==> src/rtl/semaforo_bank_if.sv <==
// Lamp-driver bus: per-channel light codes and controls in, registered lamp triples and status out.
// master = sequencing controller side, slave = semaforo_bank.
interface semaforo_bank_if #(
    parameter int N_CH = 2
);
    logic [2*N_CH-1:0] light;
    logic              blink_en;
    logic              conflict_clr;
    logic [N_CH-1:0]   red;
    logic [N_CH-1:0]   yellow;
    logic [N_CH-1:0]   green;
    logic [N_CH-1:0]   busy;
    logic              conflict;

    modport master (
        output light, blink_en, conflict_clr,
        input  red, yellow, green, busy, conflict
    );

    modport slave (
        input  light, blink_en, conflict_clr,
        output red, yellow, green, busy, conflict
    );
endinterface

==> src/rtl/semaforo_bank.sv <==
// Multi-channel traffic-light driver: per-channel lamp FSM with forced minimum yellow on green exit,
// shared blink prescaler for flashing OFF, and a sticky green-conflict interlock forcing all red.
module semaforo_bank #(
    parameter int N_CH      = 2,
    parameter int BLINK_DIV = 25000000,
    parameter int YEL_MIN   = 50000000
) (
    input  logic           clk,
    input  logic           rst_n,
    semaforo_bank_if.slave bus
);
    localparam int CW = (YEL_MIN > 1) ? $clog2(YEL_MIN) : 1;
    localparam int BW = (BLINK_DIV > 1) ? $clog2(BLINK_DIV) : 1;
    localparam logic [CW-1:0] XYEL_LOAD  = CW'(YEL_MIN - 1);
    localparam logic [BW-1:0] BLINK_LAST = BW'(BLINK_DIV - 1);

    typedef enum logic [2:0] {
        S_RED  = 3'd0,
        S_YEL  = 3'd1,
        S_GRN  = 3'd2,
        S_OFF  = 3'd3,
        S_XYEL = 3'd4
    } state_t;

    function automatic state_t code_state(input logic [1:0] c);
        case (c)
            2'b00:   return S_RED;
            2'b01:   return S_YEL;
            2'b10:   return S_GRN;
            default: return S_OFF;
        endcase
    endfunction

    // Global blink prescaler; free-running so every channel flashes in phase.
    logic [BW-1:0] blink_cnt_reg, blink_cnt_next;
    logic          blink_ph_reg, blink_ph_next;

    always_comb begin
        blink_cnt_next = blink_cnt_reg + BW'(1);
        blink_ph_next  = blink_ph_reg;
        if (blink_cnt_reg == BLINK_LAST) begin
            blink_cnt_next = '0;
            blink_ph_next  = ~blink_ph_reg;
        end
    end

    always_ff @(posedge clk or negedge rst_n) begin
        if (!rst_n) begin
            blink_cnt_reg <= '0;
            blink_ph_reg  <= 1'b1;
        end else begin
            blink_cnt_reg <= blink_cnt_next;
            blink_ph_reg  <= blink_ph_next;
        end
    end

    // Interlock: two or more channels heading for green latches the conflict.
    logic [N_CH-1:0] grn_raw;
    logic            set_cond;
    logic            force_red;
    logic            conflict_reg, conflict_next;

    assign set_cond      = (grn_raw & (grn_raw - N_CH'(1))) != '0;
    assign force_red     = conflict_reg | set_cond;
    assign conflict_next = set_cond | (conflict_reg & ~bus.conflict_clr);

    always_ff @(posedge clk or negedge rst_n) begin
        if (!rst_n) begin
            conflict_reg <= 1'b0;
        end else begin
            conflict_reg <= conflict_next;
        end
    end

    assign bus.conflict = conflict_reg;

    genvar gi;
    generate
        for (gi = 0; gi < N_CH; gi++) begin : g_ch
            logic [1:0] code;
            state_t     state_reg, state_raw, state_next;
            logic [CW-1:0] cnt_reg, cnt_raw, cnt_next;
            logic       red_reg, yellow_reg, green_reg, busy_reg;
            logic       yellow_next;

            assign code = bus.light[2*gi +: 2];

            // Unforced next state; the interlock may override it below.
            always_comb begin
                state_raw = state_reg;
                cnt_raw   = cnt_reg;
                case (state_reg)
                    S_GRN: begin
                        if (code == 2'b10) begin
                            state_raw = S_GRN;
                        end else if (code == 2'b01) begin
                            state_raw = S_YEL;
                        end else begin
                            state_raw = S_XYEL;
                            cnt_raw   = XYEL_LOAD;
                        end
                    end
                    S_XYEL: begin
                        if (cnt_reg == '0) begin
                            state_raw = code_state(code);
                        end else begin
                            cnt_raw = cnt_reg - CW'(1);
                        end
                    end
                    default: state_raw = code_state(code);
                endcase
            end

            assign grn_raw[gi] = (state_raw == S_GRN);

            always_comb begin
                state_next  = force_red ? S_RED : state_raw;
                cnt_next    = force_red ? '0 : cnt_raw;
                yellow_next = (state_next == S_YEL) || (state_next == S_XYEL) ||
                              ((state_next == S_OFF) && bus.blink_en && blink_ph_next);
            end

            // Lamps are registered from the next state so they follow light with one edge of latency.
            always_ff @(posedge clk or negedge rst_n) begin
                if (!rst_n) begin
                    state_reg  <= S_RED;
                    cnt_reg    <= '0;
                    red_reg    <= 1'b1;
                    yellow_reg <= 1'b0;
                    green_reg  <= 1'b0;
                    busy_reg   <= 1'b0;
                end else begin
                    state_reg  <= state_next;
                    cnt_reg    <= cnt_next;
                    red_reg    <= (state_next == S_RED);
                    yellow_reg <= yellow_next;
                    green_reg  <= (state_next == S_GRN);
                    busy_reg   <= (state_next == S_XYEL);
                end
            end

            assign bus.red[gi]    = red_reg;
            assign bus.yellow[gi] = yellow_reg;
            assign bus.green[gi]  = green_reg;
            assign bus.busy[gi]   = busy_reg;
        end
    endgenerate
endmodule
==> src/flat_wrapper.sv <==
// flat-port wrapper written by rule: the top's interface ports become plain ports
module semaforo_bank_flat 
#(
    parameter int N_CH      = 2,
    parameter int BLINK_DIV = 25000000,
    parameter int YEL_MIN   = 50000000
)
  (clk, rst_n, bus_light, bus_blink_en, bus_conflict_clr, bus_red, bus_yellow, bus_green, bus_busy, bus_conflict);
  semaforo_bank_if #(.N_CH(N_CH)) bus_i ();
  input  logic clk;
  input  logic rst_n;
  input wire logic [$bits(bus_i.light)-1:0] bus_light;
  input wire logic [$bits(bus_i.blink_en)-1:0] bus_blink_en;
  input wire logic [$bits(bus_i.conflict_clr)-1:0] bus_conflict_clr;
  output wire logic [$bits(bus_i.red)-1:0] bus_red;
  output wire logic [$bits(bus_i.yellow)-1:0] bus_yellow;
  output wire logic [$bits(bus_i.green)-1:0] bus_green;
  output wire logic [$bits(bus_i.busy)-1:0] bus_busy;
  output wire logic [$bits(bus_i.conflict)-1:0] bus_conflict;
  assign bus_i.light = bus_light;
  assign bus_i.blink_en = bus_blink_en;
  assign bus_i.conflict_clr = bus_conflict_clr;
  assign bus_red = bus_i.red;
  assign bus_yellow = bus_i.yellow;
  assign bus_green = bus_i.green;
  assign bus_busy = bus_i.busy;
  assign bus_conflict = bus_i.conflict;
  semaforo_bank #(.N_CH(N_CH), .BLINK_DIV(BLINK_DIV), .YEL_MIN(YEL_MIN)) u_core (.clk(clk), .rst_n(rst_n), .bus(bus_i));
endmodule
==> config.mk <==
export PLATFORM = sky130hd
export DESIGN_NAME = semaforo_bank_flat
export DESIGN_NICKNAME = d
export VERILOG_FILES = /design/src/rtl/semaforo_bank_if.sv /design/src/rtl/semaforo_bank.sv /design/src/flat_wrapper.sv
export SDC_FILE = /design/constraint.sdc
export NUM_CORES = 1
export LEC_CHECK = 0
export CAP_MARGIN = 10
export CORE_ASPECT_RATIO = 0.7
export CORE_MARGIN = 4
export CORE_UTILIZATION = 61
export DETAILED_ROUTE_END_ITERATION = 10
export GPL_TIMING_DRIVEN = 0
export PLACE_DENSITY = 0.86
export SLEW_MARGIN = 20
export SYNTH_ARGS = -nofsm -noshare
export SYNTH_HDL_FRONTEND = slang
export SYNTH_SLANG_ARGS = --single-unit
==> constraint.sdc <==
create_clock -name clk -period 3.33 [get_ports clk]
set_input_delay 0.666 -clock clk [delete_from_list [all_inputs] [get_ports clk]]
set_output_delay 0.666 -clock clk [all_outputs]
set_load 0.1 [all_outputs]
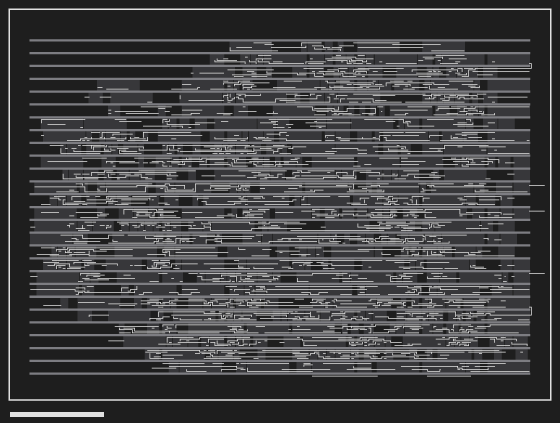
(met1 routing)
Scale bar: 20 um. Supply wires on this layer in gray. Cells faint in the background.
nets with wire on the layer: 506
main direction: horizontal
longest straight run: 50.1 um
wire length on this layer: 5050 um
global-route track usage on met1: 0.343
wire length reported by the detailed router: 10.9 mm
via total after detailed routing: 3852

==> tab_implementation.tex <==
% Auto-generated results table
\begin{tabular}{lr}
\hline
Metric & Value \\
\hline
\multicolumn{2}{l}{\textbf{Final timing}} \\
\quad Worst slew margin relative to its limit & 0.353 \\
\quad Max-slew violation total from the final report & 0 \\
\quad Worst hold slack after final layout & 398 ps \\
\multicolumn{2}{l}{\textbf{Route}} \\
\quad Met1 layer wirelength in the final routing & 5.05 mm \\
\quad Number of design-rule violations left by the first detailed-router iteration & 420 \\
\quad Detailed-routed wire length on met2 & 5.04 mm \\
\multicolumn{2}{l}{\textbf{Yosys}} \\
\quad Post-synthesis share of cell area spent on and, or, nand and nor gates & 0.235 \\
\quad Syn\_nets & 517 \\
\quad Post-Synthesis Cells & 500 \\
\quad Yosys synthesis warning count & 0 \\
\multicolumn{2}{l}{\textbf{Setup path}} \\
\quad Number of buffers and inverters on the critical path & 3 \\
\quad Start point of the critical path & bus\_light[2] \\
\quad Crit path max fanout & 10 \\
\quad Critical Path End & u\_core.g\_ch[1].cnt\_reg[14] \\
\multicolumn{2}{l}{\textbf{Pwr}} \\
\quad Worst vdd rail ir drop & 0.416 mV \\
\multicolumn{2}{l}{\textbf{Place}} \\
\quad Post-detailed-placement cell area & 5150 sq um \\
\quad Half-perimeter wire length of the detailed placement result & 7.45 mm \\
\multicolumn{2}{l}{\textbf{Clock network}} \\
\quad Total number of H-tree levels & 3 \\
\quad Clock buffer depth & 2 \\
\quad TritonCTS clock tree & yes \\
\quad Buffer cell driving the clock tree root & sky130\_fd\_sc\_hd\_\_clkbuf\_16 \\
\multicolumn{2}{l}{\textbf{Hold path}} \\
\quad Worst hold-check path type & input pin to async pin \\
\multicolumn{2}{l}{\textbf{Outcome}} \\
\quad Result of the run & complete, no violations \\
\multicolumn{2}{l}{\textbf{Finish}} \\
\quad Flip-flop count of the largest register after layout & 52 \\
\quad Seq. cell area & 2330 sq um \\
\quad Nonclk inv count & 17 \\
\quad Nonclk buf count & 43 \\
\quad Mi-comb count & 364 \\
\quad Final instance area & 5480 sq um \\
\multicolumn{2}{l}{\textbf{GRT}} \\
\quad Vias in the first global route & 3776 \\
\quad Met2 Usage GRT & 0.398 \\
\multicolumn{2}{l}{\textbf{Die}} \\
\quad Die Size & 9460 sq um \\
\hline
\end{tabular}
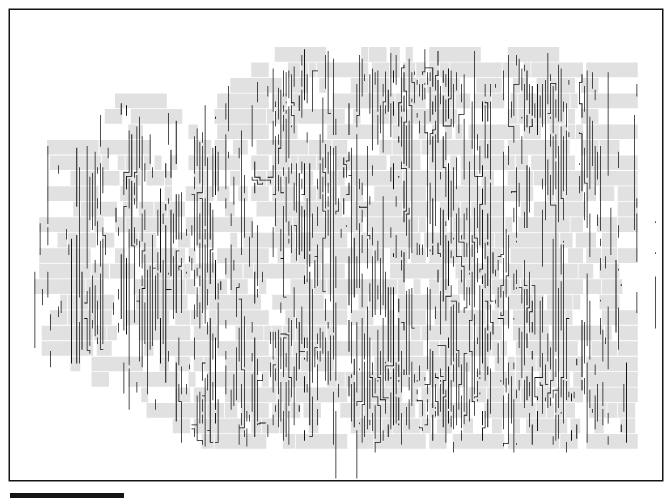
(M2 wires)
Scale bar: 20 um. Cells faint in the background.
nets with wire on the layer: 462
share of all routed wire: 46%

[worst min-delay path by stage]
| stage | startpoint | to | slack [ps] |
|---|---|---|---|
| finish | rst_n | u_core.g_ch[0].cnt_reg[14] | 400 |
| global route | rst_n | u_core.g_ch[0].cnt_reg[14] | 450 |
| CTS | rst_n | u_core.g_ch[0].cnt_reg[14] | 410 |
| detailed placement | u_core.blink_cnt_reg[4] | u_core.blink_cnt_reg[4] | 480 |
| global placement | u_core.blink_cnt_reg[4] | u_core.blink_cnt_reg[4] | 460 |
| floorplan | rst_n | u_core.blink_cnt_reg[0] | 370 |
[synthesized netlist by cell type (2+ instances only)]
library cell	count	area share
sky130_fd_sc_hd__o21ai_0	3	0.0031
sky130_fd_sc_hd__nand2_1	28	0.022
sky130_fd_sc_hd__dfstp_2	3	0.016
sky130_fd_sc_hd__or4_1	7	0.011
sky130_fd_sc_hd__nand4b_1	5	0.0090
sky130_fd_sc_hd__buf_4	9	0.014
sky130_fd_sc_hd__nand3_1	21	0.022
sky130_fd_sc_hd__a211oi_1	7	0.011
sky130_fd_sc_hd__o21bai_1	3	0.0046
sky130_fd_sc_hd__buf_2	2	0.0021
sky130_fd_sc_hd__and3_1	5	0.0064
sky130_fd_sc_hd__nand2b_1	5	0.0064
sky130_fd_sc_hd__nor2b_1	2	0.0026
sky130_fd_sc_hd__clkbuf_1	12	0.0093
sky130_fd_sc_hd__or2_2	2	0.0026
sky130_fd_sc_hd__a31oi_1	2	0.0026
sky130_fd_sc_hd__nand4_1	5	0.0064
sky130_fd_sc_hd__xor2_1	29	0.052
sky130_fd_sc_hd__and4_1	2	0.0036
sky130_fd_sc_hd__xnor2_1	38	0.069
sky130_fd_sc_hd__or3_1	14	0.018
sky130_fd_sc_hd__inv_1	17	0.013
sky130_fd_sc_hd__buf_6	3	0.0070
sky130_fd_sc_hd__nor3_1	39	0.040
sky130_fd_sc_hd__o31ai_4	2	0.0088
sky130_fd_sc_hd__nor3b_1	3	0.0046
sky130_fd_sc_hd__nor4_1	14	0.018
sky130_fd_sc_hd__ha_1	9	0.023
sky130_fd_sc_hd__dfrtp_1	90	0.46
sky130_fd_sc_hd__a21oi_1	38	0.039
sky130_fd_sc_hd__nor2_1	63	0.049
[logic make-up (layout without fill, tap and decap cells)]
| kind of cell | count (synthesis) | after routing |
|---|---|---|
| buffers and inverters | 43 | 76 |
| flip-flops | 93 | 93 |
| AND-OR/OR-AND | 66 | 66 |
| multiplexers | 1 | 1 |
| AND/OR/NAND/NOR | 221 | 221 |
| XOR/XNOR | 67 | 67 |
| adder cells (fa/ha/maj) | 9 | 9 |
[power breakdown]
group | leakage, nW | switching [W] | internal, W | total [W]
combinational | 0.947 | 0.000550 | 0.000385 | 0.000936
sequential | 1.15 | 0.000283 | 0.00138 | 0.00167
clock | 0.139 | 0.000433 | 0.000553 | 0.000986
total | 2.24 | 0.00127 | 0.00232 | 0.00359
[through the flow]
step	TNS, ps	total power, W	util	instances
after floorplan	0	0.00232	-	500
after global placement	-153580	0.00250	0.683	614
after detailed placement	-5490	0.00257	0.685	615
after CTS	0	0.00358	0.725	631
after global routing	-33.4	0.00378	0.730	631
final	0	0.00359	0.730	631
Power is estimated from default activity; no workload was simulated.
